<file path="src/rtl/bdc_pkg.sv">
// Shared types and constants for the brushed-DC motor bridge drive.
package bdc_pkg;

  // Bridge drive states: parked, driving, or forced-off while reversing.
  typedef enum logic [1:0] {
    IDLE = 2'd0,
    RUN  = 2'd1,
    DEAD = 2'd2
  } drive_state_t;

  // PWM counter and duty register width; one period is 2**PWM_CNT_WIDTH ticks.
  localparam int PWM_CNT_WIDTH = 8;

  // Default forced-off interval, in clk cycles, on every direction reversal.
  localparam int DEFAULT_DEAD_TICKS = 16;

endpackage

</file>
<file path="src/rtl/deadband_timer.sv">
// Loadable down-counter that times the forced-off window on a direction reversal.
// 'start' loads DEAD_TICKS-1, the count falls by one per clk while 'run' is high,
// and 'done' is raised once it reaches zero.
module deadband_timer #(
  parameter int DEAD_TICKS = 16,
  parameter int DEAD_WIDTH = 5
) (
  input  logic clk,
  input  logic reset,
  input  logic start,
  input  logic run,
  input  logic clear,
  output logic done
);

  localparam logic [DEAD_WIDTH-1:0] LOAD_VALUE = DEAD_WIDTH'(DEAD_TICKS - 1);

  logic [DEAD_WIDTH-1:0] count;

  // Load on start, drop back to zero when the bridge is parked, else count down.
  always_ff @(posedge clk) begin
    if (reset) begin
      count <= '0;
    end else if (start) begin
      count <= LOAD_VALUE;
    end else if (clear) begin
      count <= '0;
    end else if (run && (count != '0)) begin
      count <= count - DEAD_WIDTH'(1);
    end
  end

  assign done = (count == '0);

endmodule

</file>
<file path="src/rtl/pwm_bridge_drive.sv">
// H-bridge drive: double-buffered PWM generator plus direction output, with a
// dead-time window forced on every direction reversal.
module pwm_bridge_drive
  import bdc_pkg::*;
#(
  parameter int CNT_WIDTH  = PWM_CNT_WIDTH,
  parameter int DEAD_TICKS = DEFAULT_DEAD_TICKS,
  parameter int DEAD_WIDTH = 5
) (
  input  logic       clk,
  input  logic       reset,
  input  logic       pwmcntce,
  input  logic       motorenaint,
  input  logic       invertpwm,
  input  logic       invphase,
  input  logic       dutyld,
  input  logic       dirld,
  input  logic [7:0] wrtdata,
  output logic       pwm,
  output logic       phase,
  output logic       pwmwrapce,
  output logic [7:0] dutyrddata
);

  localparam logic [CNT_WIDTH-1:0] CNT_MAX = '1;

  drive_state_t state;
  drive_state_t state_next;

  logic [CNT_WIDTH-1:0] counter;
  logic [CNT_WIDTH-1:0] duty_pend;
  logic [CNT_WIDTH-1:0] duty_act;
  logic                 dir_pend;
  logic                 dir_cur;

  logic wrap_tick;
  logic raw;
  logic dir_load;
  logic dead_start;
  logic dead_done;

  assign wrap_tick = pwmcntce && (state != IDLE) && (counter == CNT_MAX);
  assign raw       = (state == RUN) && (counter < duty_act);

  deadband_timer #(
    .DEAD_TICKS (DEAD_TICKS),
    .DEAD_WIDTH (DEAD_WIDTH)
  ) u_deadband (
    .clk   (clk),
    .reset (reset),
    .start (dead_start),
    .run   (state == DEAD),
    .clear (state == IDLE),
    .done  (dead_done)
  );

  // Drive state register.
  always_ff @(posedge clk) begin
    if (reset) begin
      state <= IDLE;
    end else begin
      state <= state_next;
    end
  end

  // Next-state logic; losing the enable parks the bridge ahead of anything else.
  always_comb begin
    state_next = state;
    dir_load   = 1'b0;
    dead_start = 1'b0;
    if (!motorenaint) begin
      state_next = IDLE;
    end else begin
      case (state)
        IDLE: begin
          state_next = RUN;
          dir_load   = 1'b1;
        end
        RUN: begin
          if (dir_pend != dir_cur) begin
            state_next = DEAD;
            dead_start = 1'b1;
          end
        end
        DEAD: begin
          if (dead_done) begin
            state_next = RUN;
            dir_load   = 1'b1;
          end
        end
        default: state_next = IDLE;
      endcase
    end
  end

  // PWM period counter, parked at zero while the bridge is idle.
  always_ff @(posedge clk) begin
    if (reset) begin
      counter <= '0;
    end else if (state == IDLE) begin
      counter <= '0;
    end else if (pwmcntce) begin
      counter <= counter + CNT_WIDTH'(1);
    end
  end

  // Duty double buffer: a write landing on the wrap goes straight to the active copy.
  always_ff @(posedge clk) begin
    if (reset) begin
      duty_pend <= '0;
      duty_act  <= '0;
    end else begin
      if (dutyld) begin
        duty_pend <= CNT_WIDTH'(wrtdata);
      end
      if (state == IDLE) begin
        duty_act <= duty_pend;
      end else if (wrap_tick) begin
        duty_act <= dutyld ? CNT_WIDTH'(wrtdata) : duty_pend;
      end
    end
  end

  // Requested and applied direction; the applied one only moves while PWM is forced off.
  always_ff @(posedge clk) begin
    if (reset) begin
      dir_pend <= 1'b0;
      dir_cur  <= 1'b0;
    end else begin
      if (dirld) begin
        dir_pend <= wrtdata[0];
      end
      if (dir_load) begin
        dir_cur <= dir_pend;
      end
    end
  end

  // Registered bridge pins and period marker.
  always_ff @(posedge clk) begin
    if (reset) begin
      pwm       <= 1'b0;
      phase     <= 1'b0;
      pwmwrapce <= 1'b0;
    end else begin
      pwm       <= raw ^ invertpwm;
      phase     <= dir_cur ^ invphase;
      pwmwrapce <= wrap_tick;
    end
  end

  assign dutyrddata = 8'(duty_pend);

endmodule

</file>
<file path="config.mk">
export PLATFORM = sky130hd
export DESIGN_NAME = pwm_bridge_drive
export DESIGN_NICKNAME = d
export VERILOG_FILES = /design/src/rtl/bdc_pkg.sv /design/src/rtl/deadband_timer.sv /design/src/rtl/pwm_bridge_drive.sv
export SDC_FILE = /design/constraint.sdc
export NUM_CORES = 1
export LEC_CHECK = 0
export ABC_AREA = 1
export CORE_ASPECT_RATIO = 0.75
export CORE_MARGIN = 4
export CORE_UTILIZATION = 53
export CTS_CLUSTER_SIZE = 10
export DETAILED_ROUTE_END_ITERATION = 7
export GPL_ROUTABILITY_DRIVEN = 0
export PLACE_DENSITY = 0.8
export SLEW_MARGIN = 40
export SYNTH_ARGS = -nofsm -noshare
export SYNTH_HDL_FRONTEND = slang
export SYNTH_SLANG_ARGS = --single-unit
</file>
<file path="constraint.sdc">
create_clock -name clk -period 1.45 [get_ports clk]
set_input_delay 0.2175 -clock clk [delete_from_list [all_inputs] [get_ports clk]]
set_output_delay 0.2175 -clock clk [all_outputs]
set_load 0.02 [all_outputs]
</file>
Run 1, clock nets:
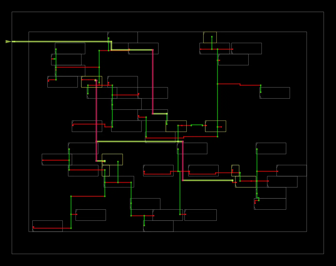
flop count: 36
clk_skew: 0.00218 ns
Clock Latency Late Sink: 0.29 ns
reported clock group power: 0.700 mW

Run 1, routed metal, one colour a layer:
(4 px per µm)
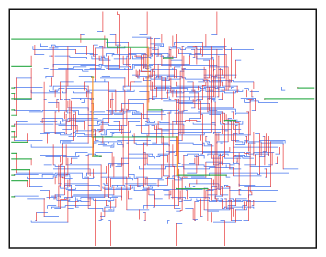
met3: marked green, wire length 139 µm. met4: marked orange, wire length 44.9 µm. met1: marked blue, wire length 1980 µm. met2: marked red, wire length 1420 µm.
total detailed-routing wirelength: 3580 µm
routed wirelength normalized by instance count: 10.8 µm
total routing usage reported by global routing: 17.6%
count of vias placed by the detailed router: 1638

==> run notes, run 1 <==
On the backend side, the flow ran end to end.

In the Yosys report, the sequential cells make up 38.8% of the chip area. The worst setup path is launched from a flip-flop. Setup repair after global routing could not meet its margin everywhere. The worst slew margin relative to its limit stands at 82.6%.

The finished layout holds 331 standard cells, fillers aside. Yosys attributes the largest share of cell area to sky130_fd_sc_hd__dfxtp_1 (39%), sky130_fd_sc_hd__nand2_1 (9.3%), sky130_fd_sc_hd__inv_1 (7.9%). The number of antenna diodes in the final layout is 0.

Prior to clock tree synthesis, the placed netlist has a worst setup slack of -0.0209 ns. The routed wirelength on the met1 layer is recorded as 1980 µm. Per the synthesis report, the simple-gate share of the synthesized area is 27.0%.

The number of global-route vias before repair stands at 1492. The registers of the reported paths see a clock transition of 0.07 ns. The most common logic cells in the final layout are sky130_fd_sc_hd__nand2_1 (46), sky130_fd_sc_hd__inv_1 (38), sky130_fd_sc_hd__dfxtp_1 (34). The total negative slack stands at 0 ns. Synthesis inferred 36 register bits. Per the detail_route log, the uppermost layer with routed signals is met4. Looking at the critical path, the single cell with the biggest stage delay is sky130_fd_sc_hd__clkdlybuf4s50_1. The count of buffer and inverter cells on the critical path stands at 1.

In the global route stage, met1 resource usage came out at 24.1%. The setup slack of the critical path after layout stands at 0.0467 ns. The peak supply drop stands at 716 µV.

The area of combinational cells with multiple inputs stands at 947 µm². The synthesized area divided by synthesized cell count stands at 7.26 µm². The shortest period the worst path allows stands at 1.40 ns. The worst hold slack stands at 0.485 ns. TritonCTS built the clock tree.

Dividing the final minimum period by the clock period gives 96.8%. The share of synthesized cell area in full adder, half adder and majority cells stands at 6.73%. The worst hold path terminates at duty_act[4]. The flow inserted 40 tap cells. The count of multi-input combinational gates stands at 170. In this run the worst path has a maximum fanout of 1. The tightest min-delay check is of the reg2reg type.

The post-detailed-placement half-perimeter wirelength stands at 2670 µm. Per the layout area report, the combinational fraction of cell area is 41.6%. The commonest register cell is sky130_fd_sc_hd__dfxtp_1. The number of clock buffers in the layout stands at 5. The most common cell in the synthesized netlist is sky130_fd_sc_hd__nand2_1. Per STA, the endpoint of the critical path is phase.

For the worst reg-to-reg path, the startpoint reported by OpenROAD is u_deadband.count[0]. For the completed layout, the total cell area is recorded as 0.00228 mm². Per the synthesis report, the single largest cell type by area occupies 38.8% of cell area. The first global-routing pass estimated 6400 µm of wire. The most critical setup path has its startpoint at phase.

After technology mapping, the gate count stands at 256. The level count of the clock H-tree stands at 2. The share of cell area taken by muxes after synthesis stands at 1.14%. The flow ran to the end, and the final reports show no timing, DRC or antenna violations.

The total nets after synthesis stands at 282. Total power for the finished layout comes to 2.05 mW. The floorplan step set the die height to 59.3 µm. In this run the most used layer during global routing was met2. The stage-log warning count stands at 28.

The most common logic cell in the final layout is sky130_fd_sc_hd__nand2_1. After layout, the buffer instance count without clock buffers stands at 32. The fraction of power spent switching nets stands at 27.2%.

The worst setup path is captured at an output port. After synthesis, the design contains 256 cells according to Yosys. At the end of the flow, the number of nets in the layout was 316. The capture point of the worst register-to-register path is recorded as u_deadband.count[4]. The initial antenna violation count stands at 0. The die outline area stands at 0.00453 mm². The number of distinct library cell variants in the gate-level netlist after synthesis stands at 33. The max-capacitance violation count stands at 0.

The leakage component of the power stands at 1.05 nW. The area occupied by registers stands at 723 µm². In this run the layout overhead on the synthesized area is reported as 22.5%.

The placed instances occupy a cell area of 0.00219 mm². The number of synthesized flops with an enable pin stands at 0. Measured in cells, the most critical reg-to-reg path has a length of 8. Cells fill 68.4% of the core in the end. The post-CTS repair timing setup buffer count stands at 0. For this run, the slowest stage of the critical path takes 0.59 ns. The worst path arrival time stands at 1.19 ns. The synthesis log from Yosys contains 0 warnings. Detailed routing placed a total of 1420 µm of wire on met2. Of the total synthesized cell area, the portion taken by XOR and XNOR cells is 2.36%. The report lists the number of cells resized after CTS as 7.

The reg2reg setup slack stands at 0.08 ns. Pin placement for this block handled 27 I/O pins. The final max-slew violation count recorded for this run is 0. The combinational fraction of design power stands at 14.8%. The quantity of I/O buffers inserted on ports stands at 26. Once detail routing completed, the nets flagged for antenna violations numbered 0. Endpoints with negative setup slack in the final report add up to 0. Broken down by cell family, the worst path's largest delay share belongs to buffers and inverters. The routed length on met3 stands at 139 µm. TritonCTS created 5 clock buffers. By startpoint and endpoint, the worst setup path is classified as reg2out.
Run 1, signal wires on met2:
(4 px per µm)
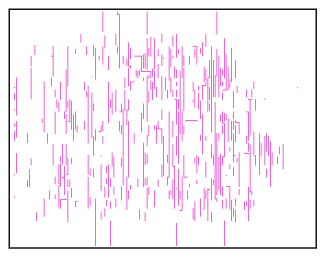
The longest straight run is 24.1 µm. The layer carries 1420 µm of wire. The layer holds 40% of the routed length.
global routing met2 resource utilization: 27.0%

Run 1, met3 routing:
(4 px per µm)
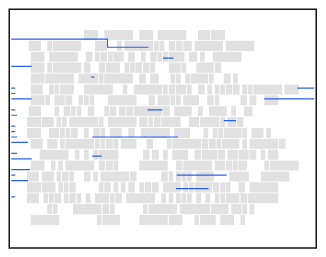
The wires run mostly horizontal. The layer holds 3.9% of the routed length. The longest straight run is 23.9 µm. The layer carries 139 µm of wire. 23 nets have wire on it.
M3 GR Usage: 4.71%

## Run 2: what changed since run 1
- CTS_CLUSTER_SIZE: 10 -> not set
Run 2, clock nets:
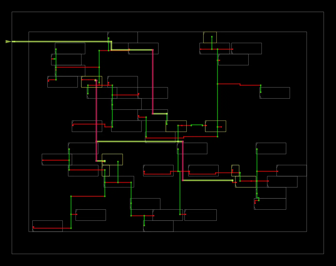
count of clock-net buffers in the final layout: 5
TritonCTS Sinks: 36
number of buffers created by CTS: 5

==> run notes, run 2 <==
On the backend side, the flow ran end to end.

The run finished with clean final reports. The number of warnings reported in the stage logs is 28. The area occupied by registers stands at 723 µm². The cell area after layout stands at 0.00228 mm². On the critical path the largest part of the delay comes from buffers and inverters.

The wire length per cell stands at 10.8 µm. The xor-xnor portion of the synthesized cell area stands at 2.36%. The proportion of synthesized chip area in sequential cells stands at 38.8%. At the end of the flow, the number of nets in the layout was 316. The overall fraction of global-route tracks in use stands at 17.6%. The synthesized netlist contains 33 unique library cells. The post-route non-filler standard cell count stands at 331. Leaving out fill and tap cells, the most frequent cell in the layout is sky130_fd_sc_hd__nand2_1. The script computed the net switching share of total power as 27.2%.

The worst setup path is captured at an output port. The share of cell area taken by muxes after synthesis stands at 1.14%. Prior to clock tree synthesis, the placed netlist has a worst setup slack of -0.0209 ns. The clock latency reported for the late side of the worst-skew pair stands at 0.29 ns. The leakage component of the power stands at 1.05 nW. The portion of the clock cycle consumed by the worst path in the final layout stands at 96.8%. In the final timing run, aggregate negative setup slack is 0 ns. For the final database, setup skew stands at 0.00218 ns.

For met3 alone, demand over resource in global routing was 4.71%. The worst path arrival time stands at 1.19 ns. The height of the chip stands at 59.3 µm. met2 track demand over resource after global routing is 27.0%.

During tapcell insertion the tool placed 40 well taps. The combinational fraction of design power stands at 14.8%. The met1 track demand over resource in global routing stands at 24.1%.

The setup slack of the critical path after layout stands at 0.0467 ns. The quantity of I/O buffers inserted on ports stands at 26. In this run the critical register-to-register path is captured at u_deadband.count[4]. The total of flip-flops plus latches after synthesis stands at 36.

In this run the count of I/O pins placed on the die edge is 27. In this run the maximum-capacitance check reported violations numbering 0. The finished layout reports a core utilization of 68.4%.

The area growth from synthesis to layout stands at 22.5%. STA classifies the critical path startpoint as a flip-flop. The shortest period the worst path allows stands at 1.40 ns. The number of synthesized flops with an enable pin stands at 0. The post-route met1 wirelength stands at 1980 µm.

Checking hold timing, the worst path is listed with class reg2reg. Setup violations remaining at the end of the flow were counted as 0. The non-clock buffer count in the final layout stands at 32.

The most common logic cells in the final layout are sky130_fd_sc_hd__nand2_1 (46), sky130_fd_sc_hd__inv_1 (38), sky130_fd_sc_hd__dfxtp_1 (34). STA lists the startpoint of the worst register-to-register path as u_deadband.count[0]. The initial antenna violation count came to 0. The detailed router reports a met3 wire length of 139 µm.

Detailed routing placed a total of 1420 µm of wire on met2. Yosys attributes the largest share of cell area to sky130_fd_sc_hd__dfxtp_1 (39%), sky130_fd_sc_hd__nand2_1 (9.3%), sky130_fd_sc_hd__inv_1 (7.9%). Yosys stat counts 256 cells in the synthesized netlist. The largest individual stage delay along the critical path comes from the cell sky130_fd_sc_hd__clkdlybuf4s50_1.

The reg2reg setup slack stands at 0.08 ns. The area of combinational cells with multiple inputs stands at 947 µm². The number of global-route vias before repair is 1492. The total power consumption of the routed design stands at 2.05 mW. The length in cells of the worst reg-to-reg path stands at 8. The setup path with the least slack is of type reg2out. The design has 36 sequential cells.

The timing report gives the clock slew at the launch and capture registers of the worst setup and hold paths as 0.07 ns. The synthesized instance count stands at 256. In this design, the stage delay of the slowest critical-path cell is 0.59 ns. Once detailed placement completed, the half-perimeter wirelength came to 2670 µm. Among all cell types in the netlist, the one instantiated most often is sky130_fd_sc_hd__nand2_1.
Run 2, floorplan with the power grid:
(4 px per µm) Pins as bars on the die edge. Tap cells in grey.
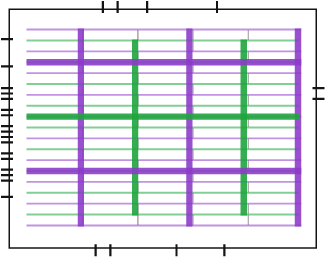
VDD: marked green. VSS: marked purple.
5 straps on met4. The core has 18 rows.
maximum resistive drop on vdd: 716 µV
core region area: 0.00333 mm²

## Run 3: what changed since run 2
- CORE_UTILIZATION: 53 -> 50
- DONT_BUFFER_PORTS: not set -> 1
- PLACE_DENSITY: 0.8 -> 0.67
- SKIP_CTS_REPAIR_TIMING: not set -> 1
Run 3, met3 routing:
(4 px per µm)
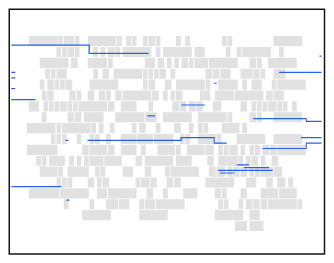
The longest straight run is 23.2 µm. 18 nets have wire on it. The wires run mostly horizontal. The layer carries 175 µm of wire.
M3 GR Usage: 5.34%
total detailed-routing wirelength: 3730 µm

==> run notes, run 3 <==
On the backend side, the flow ran end to end.

The run finished with clean final reports. The level count of the clock H-tree stands at 2. The synthesized instance count is 256. Counting every net in the synthesized netlist gives 282.

The flop count stands at 36. At the later pin of the worst-skew pair, clock insertion delay measures 0.28 ns. The number of synthesized flops with an enable pin stands at 0. In the Yosys report the total cell count is 256. TritonCTS built the clock tree. STA classifies the critical path endpoint as a flip-flop. The number of clock buffers in the layout stands at 8.

The count of final setup violators stands at 0. In the layout the commonest cells are sky130_fd_sc_hd__nand2_1 (46), sky130_fd_sc_hd__inv_1 (39), sky130_fd_sc_hd__dfxtp_1 (34). The area growth from synthesis to layout stands at 12.0%. The worst path arrival time stands at 1.52 ns. The number of well taps stands at 50.

Setup slack on the critical path of the routed design comes to 0.115 ns. The share of synthesized cell area in full adder, half adder and majority cells stands at 6.73%. Looking at the worst setup and hold paths, the clock pins of their registers show a slew of 0.07 ns. The routed design shows a wire length per standard cell of 11.7 µm. Tracing the worst setup path back leads to its startpoint at u_deadband.count[0]. The first global-routing pass estimated 6080 µm of wire. The total of flip-flops plus latches after synthesis stands at 36. The post-detailed-placement half-perimeter wirelength stands at 2660 µm. The detailed router put a total of 1910 µm of wire on met1. In this run the register-to-register setup slack is 0.12 ns. The length in cells of the worst reg-to-reg path stands at 8. The largest clock skew in the final design stands at 0.00728 ns. Counting I/O delays and the setup requirement, the final critical path takes 1.33 ns. The worst hold slack stands at 0.0198 ns. The number of buffers created by CTS stands at 5.

The number of global-route vias before repair was 1373. The count of multi-input combinational gates stands at 170. The pre-CTS setup slack stands at 0.0545 ns. The global routing report lists met1 layer usage as 21.8%. Power comes to 2.03 mW.

The synthesized area divided by synthesized cell count stands at 7.26 µm². Along the critical path, the tally of buffer and inverter instances is 2. Warnings reported by Yosys during synthesis add up to 0.

The number of distinct library cell variants in the gate-level netlist after synthesis stands at 33. The global router reports that the layer with the highest usage is met2. Per the run summary, max-cap violations total 0. The synthesis report lists the most area-consuming cells as sky130_fd_sc_hd__dfxtp_1 (39%), sky130_fd_sc_hd__nand2_1 (9.3%), sky130_fd_sc_hd__inv_1 (7.9%). Summing all multi-input logic gate instances after layout gives 950 µm². In the post-synthesis netlist, the cell with the most instances is sky130_fd_sc_hd__nand2_1. The residual antenna-violating net count after detailed routing stands at 0.

The layout net count stands at 295. The non-clock buffer count in the final layout stands at 11. The quantity of I/O buffers inserted on ports stands at 0. 27 I/O pins were placed. The floorplan step set the die height to 60.8 µm. The area occupied by registers stands at 723 µm². Per report_power, the Clock row totals 0.739 mW. In the Yosys report, the sequential cells make up 38.8% of the chip area. Per the synth stats, the flop cell with the highest instance count is sky130_fd_sc_hd__dfxtp_1.
Run 3, signal wires on met2:
(4 px per µm)
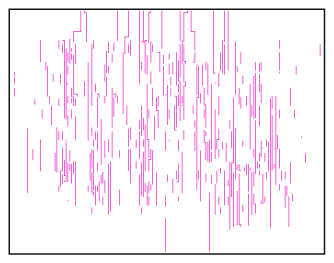
219 nets have wire on it. The longest straight run is 32.3 µm. The layer holds 43% of the routed length. The wires run mostly vertical. The layer carries 1610 µm of wire.
global routing met2 resource utilization: 24.8%
count of vias placed by the detailed router: 1548

Power figures rest on the tool's default switching activity, not on a simulated workload.
